## src/rtl/seq_gen_pkg.sv

```systemverilog
// Shared definitions for the repeating serial pattern generator.
package seq_gen_pkg;

  localparam int unsigned W_DEF   = 8;
  localparam int unsigned GAP_DEF = 2;
  localparam logic        IDLE_LVL = 1'b1;

  typedef enum logic [1:0] {
    S_IDLE  = 2'd0,
    S_SHIFT = 2'd1,
    S_GAP   = 2'd2
  } state_t;

  // Effective bit count: 0 behaves as 1, anything above w is clamped to w.
  function automatic int unsigned eff_len(input logic [3:0] len, input int unsigned w);
    int unsigned l;
    l = 32'(len);
    if (l == 0) l = 1;
    if (l > w) l = w;
    return l;
  endfunction

endpackage

```

## src/rtl/seq_gen_piso.sv

```systemverilog
// Parallel-load, MSB-first shift register holding the bits still to be sent.
module piso_shift #(
  parameter int unsigned W = 8
) (
  input  logic         clk,
  input  logic         reset,
  input  logic         load,
  input  logic         shift,
  input  logic [W-1:0] din,
  output logic         msb
);

  logic [W-1:0] q;

  always_ff @(posedge clk or posedge reset) begin
    if (reset)      q <= '0;
    else if (load)  q <= din;
    else if (shift) q <= q << 1;
  end

  assign msb = q[W-1];

endmodule

```

## src/rtl/seq_gen.sv

```systemverilog
// Serial pattern generator: sends an L-bit pattern MSB-first R times with GAP idle cycles between.
module seq_gen
  import seq_gen_pkg::*;
#(
  parameter int unsigned W   = W_DEF,
  parameter int unsigned GAP = GAP_DEF
) (
  input  logic         clk,
  input  logic         reset,
  input  logic         start,
  input  logic         abort,
  input  logic [W-1:0] pattern,
  input  logic [3:0]   len,
  input  logic [3:0]   reps,
  output logic         x_out,
  output logic         x_valid,
  output logic         busy,
  output logic         done
);

  localparam int unsigned LW = (W > 1) ? $clog2(W) : 1;
  localparam int unsigned GW = (GAP > 1) ? $clog2(GAP) : 1;
  localparam logic [GW-1:0] GAP_LAST = GW'((GAP == 0) ? 0 : GAP - 1);

  state_t        state_q, state_d;
  logic          x_out_d, x_valid_d, busy_d, done_d;
  logic [LW-1:0] bit_cnt_q, bit_cnt_d;
  logic [LW-1:0] lm1_q, lm1_d;
  logic [3:0]    rep_cnt_q, rep_cnt_d;
  logic [GW-1:0] gap_cnt_q, gap_cnt_d;
  logic [W-1:0]  pat_q, pat_d;

  logic          sh_load, sh_shift, sh_msb;
  logic [W-1:0]  sh_din;
  logic          restart;
  int unsigned   in_len;
  logic [W-1:0]  in_pat;

  piso_shift #(.W(W)) u_piso (
    .clk   (clk),
    .reset (reset),
    .load  (sh_load),
    .shift (sh_shift),
    .din   (sh_din),
    .msb   (sh_msb)
  );

  // Pattern left-aligned so pattern[L-1] sits at the MSB.
  always_comb begin
    in_len = eff_len(len, W);
    in_pat = pattern << (W - in_len);
  end

  always_ff @(posedge clk or posedge reset) begin
    if (reset) begin
      state_q   <= S_IDLE;
      x_out     <= IDLE_LVL;
      x_valid   <= 1'b0;
      busy      <= 1'b0;
      done      <= 1'b0;
      bit_cnt_q <= '0;
      lm1_q     <= '0;
      rep_cnt_q <= '0;
      gap_cnt_q <= '0;
      pat_q     <= '0;
    end else begin
      state_q   <= state_d;
      x_out     <= x_out_d;
      x_valid   <= x_valid_d;
      busy      <= busy_d;
      done      <= done_d;
      bit_cnt_q <= bit_cnt_d;
      lm1_q     <= lm1_d;
      rep_cnt_q <= rep_cnt_d;
      gap_cnt_q <= gap_cnt_d;
      pat_q     <= pat_d;
    end
  end

  // Next-state and next-output logic; outputs describe the cycle after the edge.
  always_comb begin
    state_d   = state_q;
    x_out_d   = IDLE_LVL;
    x_valid_d = 1'b0;
    busy_d    = 1'b0;
    done_d    = 1'b0;
    bit_cnt_d = bit_cnt_q;
    lm1_d     = lm1_q;
    rep_cnt_d = rep_cnt_q;
    gap_cnt_d = gap_cnt_q;
    pat_d     = pat_q;
    sh_load   = 1'b0;
    sh_shift  = 1'b0;
    sh_din    = pat_q << 1;
    restart   = 1'b0;

    case (state_q)
      S_IDLE: begin
        if (start && !abort) begin
          pat_d     = in_pat;
          lm1_d     = LW'(in_len - 1);
          bit_cnt_d = LW'(in_len - 1);
          rep_cnt_d = (reps == 4'd0) ? 4'd0 : reps - 4'd1;
          sh_load   = 1'b1;
          sh_din    = in_pat << 1;
          x_out_d   = in_pat[W-1];
          x_valid_d = 1'b1;
          busy_d    = 1'b1;
          state_d   = S_SHIFT;
        end
      end
      S_SHIFT: begin
        if (abort) begin
          state_d = S_IDLE;
        end else if (bit_cnt_q != '0) begin
          sh_shift  = 1'b1;
          x_out_d   = sh_msb;
          x_valid_d = 1'b1;
          busy_d    = 1'b1;
          bit_cnt_d = bit_cnt_q - LW'(1);
        end else if (rep_cnt_q == 4'd0) begin
          state_d = S_IDLE;
          done_d  = 1'b1;
        end else if (GAP == 0) begin
          restart = 1'b1;
        end else begin
          state_d   = S_GAP;
          gap_cnt_d = GAP_LAST;
          busy_d    = 1'b1;
        end
      end
      S_GAP: begin
        if (abort) begin
          state_d = S_IDLE;
        end else if (gap_cnt_q != '0) begin
          gap_cnt_d = gap_cnt_q - GW'(1);
          busy_d    = 1'b1;
        end else begin
          restart = 1'b1;
        end
      end
      default: state_d = S_IDLE;
    endcase

    // Begin the next repetition from the captured copy.
    if (restart) begin
      state_d   = S_SHIFT;
      sh_load   = 1'b1;
      sh_din    = pat_q << 1;
      x_out_d   = pat_q[W-1];
      x_valid_d = 1'b1;
      busy_d    = 1'b1;
      bit_cnt_d = lm1_q;
      rep_cnt_d = rep_cnt_q - 4'd1;
    end
  end

endmodule

```

## config.mk

```make
export PLATFORM = sky130hd
export DESIGN_NAME = seq_gen
export DESIGN_NICKNAME = d
export VERILOG_FILES = /design/src/rtl/seq_gen_pkg.sv /design/src/rtl/seq_gen_piso.sv /design/src/rtl/seq_gen.sv
export SDC_FILE = /design/constraint.sdc
export NUM_CORES = 1
export LEC_CHECK = 0
export CORE_MARGIN = 2
export CORE_UTILIZATION = 33
export DETAILED_ROUTE_END_ITERATION = 10
export PLACE_DENSITY = 0.49
export SYNTH_ARGS = -nofsm -noshare
export SYNTH_HDL_FRONTEND = slang
export SYNTH_SLANG_ARGS = --single-unit
```

## constraint.sdc

```tcl
create_clock -name clk -period 5.1 [get_ports clk]
set_input_delay 1.275 -clock clk [delete_from_list [all_inputs] [get_ports clk]]
set_output_delay 1.275 -clock clk [all_outputs]
set_load 0.05 [all_outputs]
```

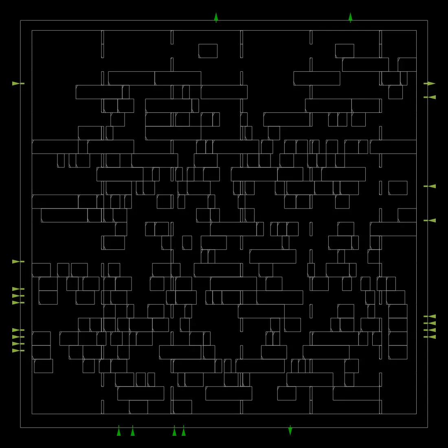
Fig. 1. Placed standard cells (run 1).
sequential share of cell area: 34.4%
Core ar.: 5820 sq um
Non-Filler Instances: 305
Util after Layout: 40.1%
row count: 28

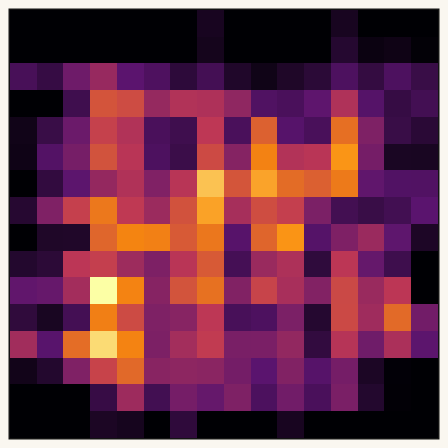
Fig. 2. Routed metal per tile (run 1).
The die is cut into 16 by 16 equal tiles; black is low, pale yellow is high, scaled to the fullest tile. Values are wire area over tile area, all layers added.
The densest ninth of the die: middle. 20% of the tiles are nearly empty. The mean over all tiles is 0.11.

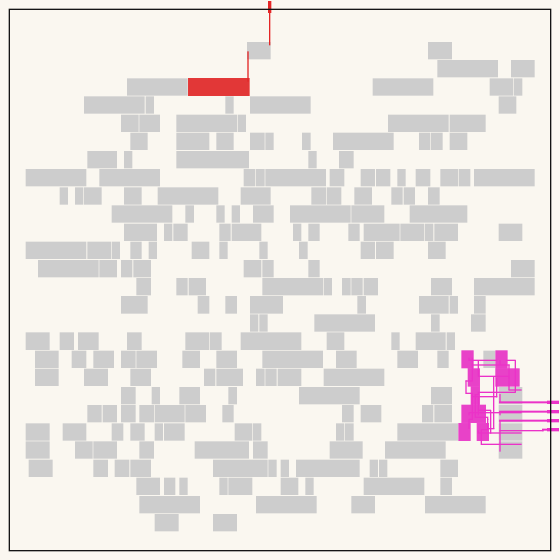
Fig. 3. I/O nets highlighted (run 1).
Key: red = `x_valid` [bits 1, direction output, edge top, end cells 1, wire 9.30 um]; magenta = `reps` [bits 4, direction input, edge right, end cells 8, wire 139 um]

==> metrics.csv, run 1 <==
metric,value,unit
regArea,802,sq um
syn_avg_cell_area,9.38,sq um
drt_iter0_markers,62,
arrival,3.74,ns
routedWlPerCell,15.2,um
ctsLongestPathBuffers,2,
die.size.y,80.9,um
cts_hold_buf,0,
yosys_area,1950,sq um
pin_count,24,
firstDrtPassIters,4,
ys.flop_type,dfrtp_1,
muxShareOfSynthArea,3.34,%
initCoreUtil,33.5,%
crit_path_end_kind,flop,
p_total,0.792,mW
drive_gt1_share,10.9,%
viasPerCell,5.30,
grt_pass1_vias,1610,
status,finished clean,
non_clock_inverter_count,8,
netlist_area,1950,sq um
area_leaders,"dfrtp_1, nand2_1, ha_1, a21oi_1, nor2_1",
fin_nets,254,
dieArea,6540,sq um
slew_viol_final,0,
fillCellCount,618,
p_clk,0.252,mW
dp_hpwl,3.31,mm
htree_levels,2,
p_seq,0.340,mW
power_frac_clock,31.8,%
fin_setup_tns,0,ns
diodes,0,
antenna_found_initial,0,
largest_area_cell,dfrtp_1,
synth_nets,233,
final_common_cell,dfrtp_1,
dp_worst_setup_slack,1.29,ns
seqPwrFrac,43.0,%
grt_max_degree,33,
drc,0,
hold_violations,0,
synthArstFlopShare,100,%
grt_usage,15.8,%
cts_resized,0,
yosysUniqueCellTypes,56,
setup_viol,0,
clock.latency.late_pin,0.29,ns
fp.dieW,80.9,um
sh_comb_area,45.1,%
worstMarginPinSlew,0.819,ns
taps,75,
netSwitchingPower,0.250,mW
fa_ha_area_share,3.21,%
warnings,28,
clk_pin_slew_worst_paths,0.07,ns
max_freq,284,MHz
logic_area,1050,sq um
p_comb,0.200,mW
synth-edff-count,0,
nClkBuffers,5,
ys_cells,208,
worstPathMaxFanout,18,
p_comb_share,25.2,%
ys_seq_share,41.1,%
detail-route-antenna-nets,0,
postPlaceCellArea,2220,sq um
cts_made_buffers,5,
postLayoutCellArea,2330,sq um
area.growth.synth_to_final,19.7,%
finClkSkew,0.0103,ns
compound_area_share,21.9,%
clockRootBuffer,clkbuf_8,
crit_type,in2reg,
top_area_share,39.8,%
gp_congestion,0.807,
synth.logic.top_family,simple AND/OR/NAND/NOR gates,
final_cell_mix,"dfrtp_1, nand2_1, clkdlybuf4s50_1",
-- run 1: worst paths after layout --
path,cells after the start,startpoint,slack [ns],endpoint
setup / recovery,10,len[1],1.58,u_piso.q[7]
hold / removal,2,pat_q[1],0.47,pat_q[1]
setup reg to reg,7,bit_cnt_q[0],2.65,u_piso.q[1]
hold reg to reg,2,pat_q[1],0.47,pat_q[1]
max in group asynchronous,3,reset,3.39,x_out
min in group asynchronous,3,reset,1.36,rep_cnt_q[2]
-- run 1: layer usage --
metal	share of wire, %	global-route usage (%)	routed length, um
met5	0	0	0
met4	2.2	7.12	102
met3	3.8	3.67	174
met2	47	26.4	2160
met1	47	19.4	2190
-- run 1: critical path, stage by stage --
cell	delay, ns
clkdlybuf4s50_1	0.47
o21ba_2	0.26
nor2_2	0.22
inv_1	0.09
ha_1	0.63
and2_1	0.20
o22ai_1	0.06
o311ai_0	0.12
o211ai_1	0.20
a21oi_1	0.20
-- run 1: Yosys cell counts (all sizes together) (2+ instances only) --
cell type	n
or4b	3
xnor2	2
a22oi	3
nand2b	5
nor2b	8
a32oi	5
mux4	2
nand2	24
buf	8
mux2i	2
o221ai	2
a21oi	12
clkbuf	3
inv	8
or2	2
or3	3
a211oi	5
nor2	17
a31oi	5
nand3	3
a21o	3
nor4b	2
o21ai	10
xor2	2
nor3b	2
ha	5
dfrtp	31
o31ai	2
o22ai	3
nor3	9
o21bai	2
o22a	2
-- run 1: registers in the layout (all words and copies together) (netlist names) --
| signal | count |
|---|---|
| gap_cnt_q | 1 |
| state_q | 2 |
| lm1_q | 3 |
| x_out | 1 |
| u_piso.q | 7 |
| bit_cnt_q | 3 |
| busy | 1 |
| x_valid | 1 |
| done | 1 |
| pat_q | 8 |
| rep_cnt_q | 4 |
==> run 2, diff against run 1 <==
- clock period: 5.1 -> 3.45 ns (I/O delays scaled with it)
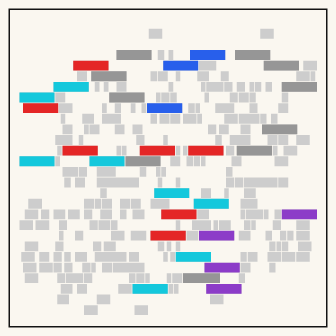
Fig. 4. Sequential cells grouped by signal name (run 2).
Key: blue = `bit_cnt_q` [sequential cells 3]; purple = `rep_cnt_q` [sequential cells 4]; cyan = `pat_q` [sequential cells 8]; red = `u_piso.q` [sequential cells 7]
Another 10 sequential cells are not colored.

==> run 2 against run 1 <==
  * Critical endpoint unchanged
  * Register-to-register slack worse by 1.3 ns
  * Clock power is 43% higher
  * Hold slack better by 0.0097 ns
  * Clock skew is 0.0077 ns lower
  * Largest cell class unchanged
  * First-iteration DRC count is 9.7% higher
  * Area after synthesis stayed put
  * Die area stayed put
==> metrics.csv, run 2 <==
metric,value,unit,change
status,finished clean,,
worstMarginPinSlew,0.799,ns,-0.0194 ns
worstPathMaxFanout,18,,unchanged
p_total,1.17,mW,+48%
diodes,0,,unchanged
dieArea,6540,sq um,unchanged
area.growth.synth_to_final,23.3,%,
max_freq,350,MHz,
ys_cells,208,,unchanged
detail-route-antenna-nets,0,,unchanged
slowest_delay,0.62,ns,about the same
crit_type,in2reg,,
yosys_area,1950,sq um,unchanged
path_cells,clkdlybuf4s50_1 > o21ba_2 > nor2_2 > inv_1 > ha_1 > mux4_2 > o211ai_1 > a21oi_1,,
netlist_area,1950,sq um,unchanged
postLayoutCoreUtil,41.4,%,+1.2 points
initCoreUtil,33.5,%,unchanged
antenna_found_initial,0,,unchanged
clock.latency.late_pin,0.28,ns,about the same
dp_hpwl,3.34,mm,+0.97%
pin_count,24,,unchanged
cp_top_family,adder cells,,
largest_area_cell,dfrtp_1,,
synth-edff-count,0,,unchanged
drive_gt1_share,14.2,%,+3.3 points
seqPwrFrac,43.0,%,about the same
crit_path_end_kind,flop,,
ys.flop_type,dfrtp_1,,
yosysUniqueCellTypes,56,,unchanged
setup_viol,0,,unchanged
htree_levels,2,,unchanged
drt_iter0_markers,68,,+9.7%
clk_pin_slew_worst_paths,0.07,ns,about the same
warnings,28,,unchanged
viasPerCell,5.15,,-2.8%
ctsLongestPathBuffers,2,,unchanged
power_frac_clock,30.7,%,-1.1 points
fin_setup_tns,0,ns,unchanged
final_common_cell,dfrtp_1,,
p_clk,0.360,mW,+43%
die.size.y,80.9,um,unchanged
drc,0,,unchanged
slowest_stage,ha_1,,
fp.dieW,80.9,um,unchanged
area_leaders,"dfrtp_1, nand2_1, ha_1, a21oi_1, nor2_1",,
synthArstFlopShare,100,%,unchanged
grt_max_degree,22,,-33%
r2r_slack,1.38,ns,-1.27 ns
grt_pass1_vias,1555,,-3.4%
hold_violations,0,,unchanged
p_comb,0.308,mW,+54%
firstDrtPassIters,4,,unchanged
postPlaceCellArea,2300,sq um,+3.4%
p_comb_share,26.3,%,+1.1 points
largest-register,pat_q,,
finClkSkew,0.00258,ns,-0.00774 ns
netSwitchingPower,0.359,mW,+44%
synthTopCellsByCount,"dfrtp_1, nand2_1, nor2_1",,
gp_congestion,0.826,,+2.4%
grt_usage,15.5,%,-0.38 points
fin_cells,315,,+3.3%
top_regs,"pat_q x8, u_piso.q x7, rep_cnt_q x4",,
clockRootBuffer,clkbuf_8,,
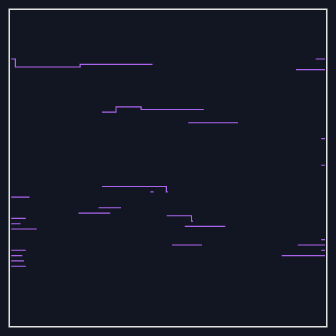
Fig. 5. Metal 3 (run 2).
The layer carries 194 um of wire. 23 nets have wire on it. The longest straight run is 18.4 um. The wires run mostly horizontal. The layer holds 4.3% of the routed length.

[run 2: cell types whose count changed in the layout (fill, tap and decap cells not counted)]
cell,before,now
buf_4,2,12
clkbuf_1,0,1
clkinvlp_4,1,0
[run 2: final timing paths]
kind	startpoint	end	depth (start not counted)
max	len[1]	u_piso.q[7]	8
min	pat_q[4]	pat_q[4]	2
max reg2reg	bit_cnt_q[0]	bit_cnt_q[1]	8
min reg2reg	pat_q[4]	pat_q[4]	2
max in group asynchronous	reset	bit_cnt_q[0]	3
min in group asynchronous	reset	rep_cnt_q[2]	2
[run 2: layout make-up]
class                      instances  area [sq um]
timing repair buffer              35           320
multi-input combinational        157          1050
clock inverter                     2          35.0
inverter                           8          30.0
tap                               75          93.8
sequential                        32           802
clock buffer                       6          72.6
fill                             602          3410
[run 2: metal layers]
metal,vias to the layer above,part of all wire [%],global-route usage [%]
met2,33,45,23.1
li1,821,-,-
met5,-,0,0
met4,0,0.72,7.29
met3,2,4.3,3.56
met1,767,50,21.1
[run 2: worst reg2reg max path: stages (launching register included)]
cell and delay [ns]:
dfrtp_1 0.34, inv_1 0.07, ha_1 0.20, nor2b_1 0.18, a2111oi_2 0.41, or2_1 0.40, buf_4 0.23, nor2_1 0.05
a31oi_1 0.13
[run 2: kinds of logic (layout without fill, tap and decap cells)]
logic type / after synthesis / after routing / synth area share (%)
muxes: 4 / 4 / 3.34
and+or+nand+nor: 83 / 83 / 23.7
buffers and inverters: 19 / 51 / 4.94
AOI/OAI and AO/OA: 61 / 61 / 21.9
DFF: 32 / 32 / 41.1
xor gates and xnor gates: 4 / 4 / 1.80
adders and majority gates: 5 / 5 / 3.21
Power figures rest on the tool's default switching activity, not on a simulated workload.
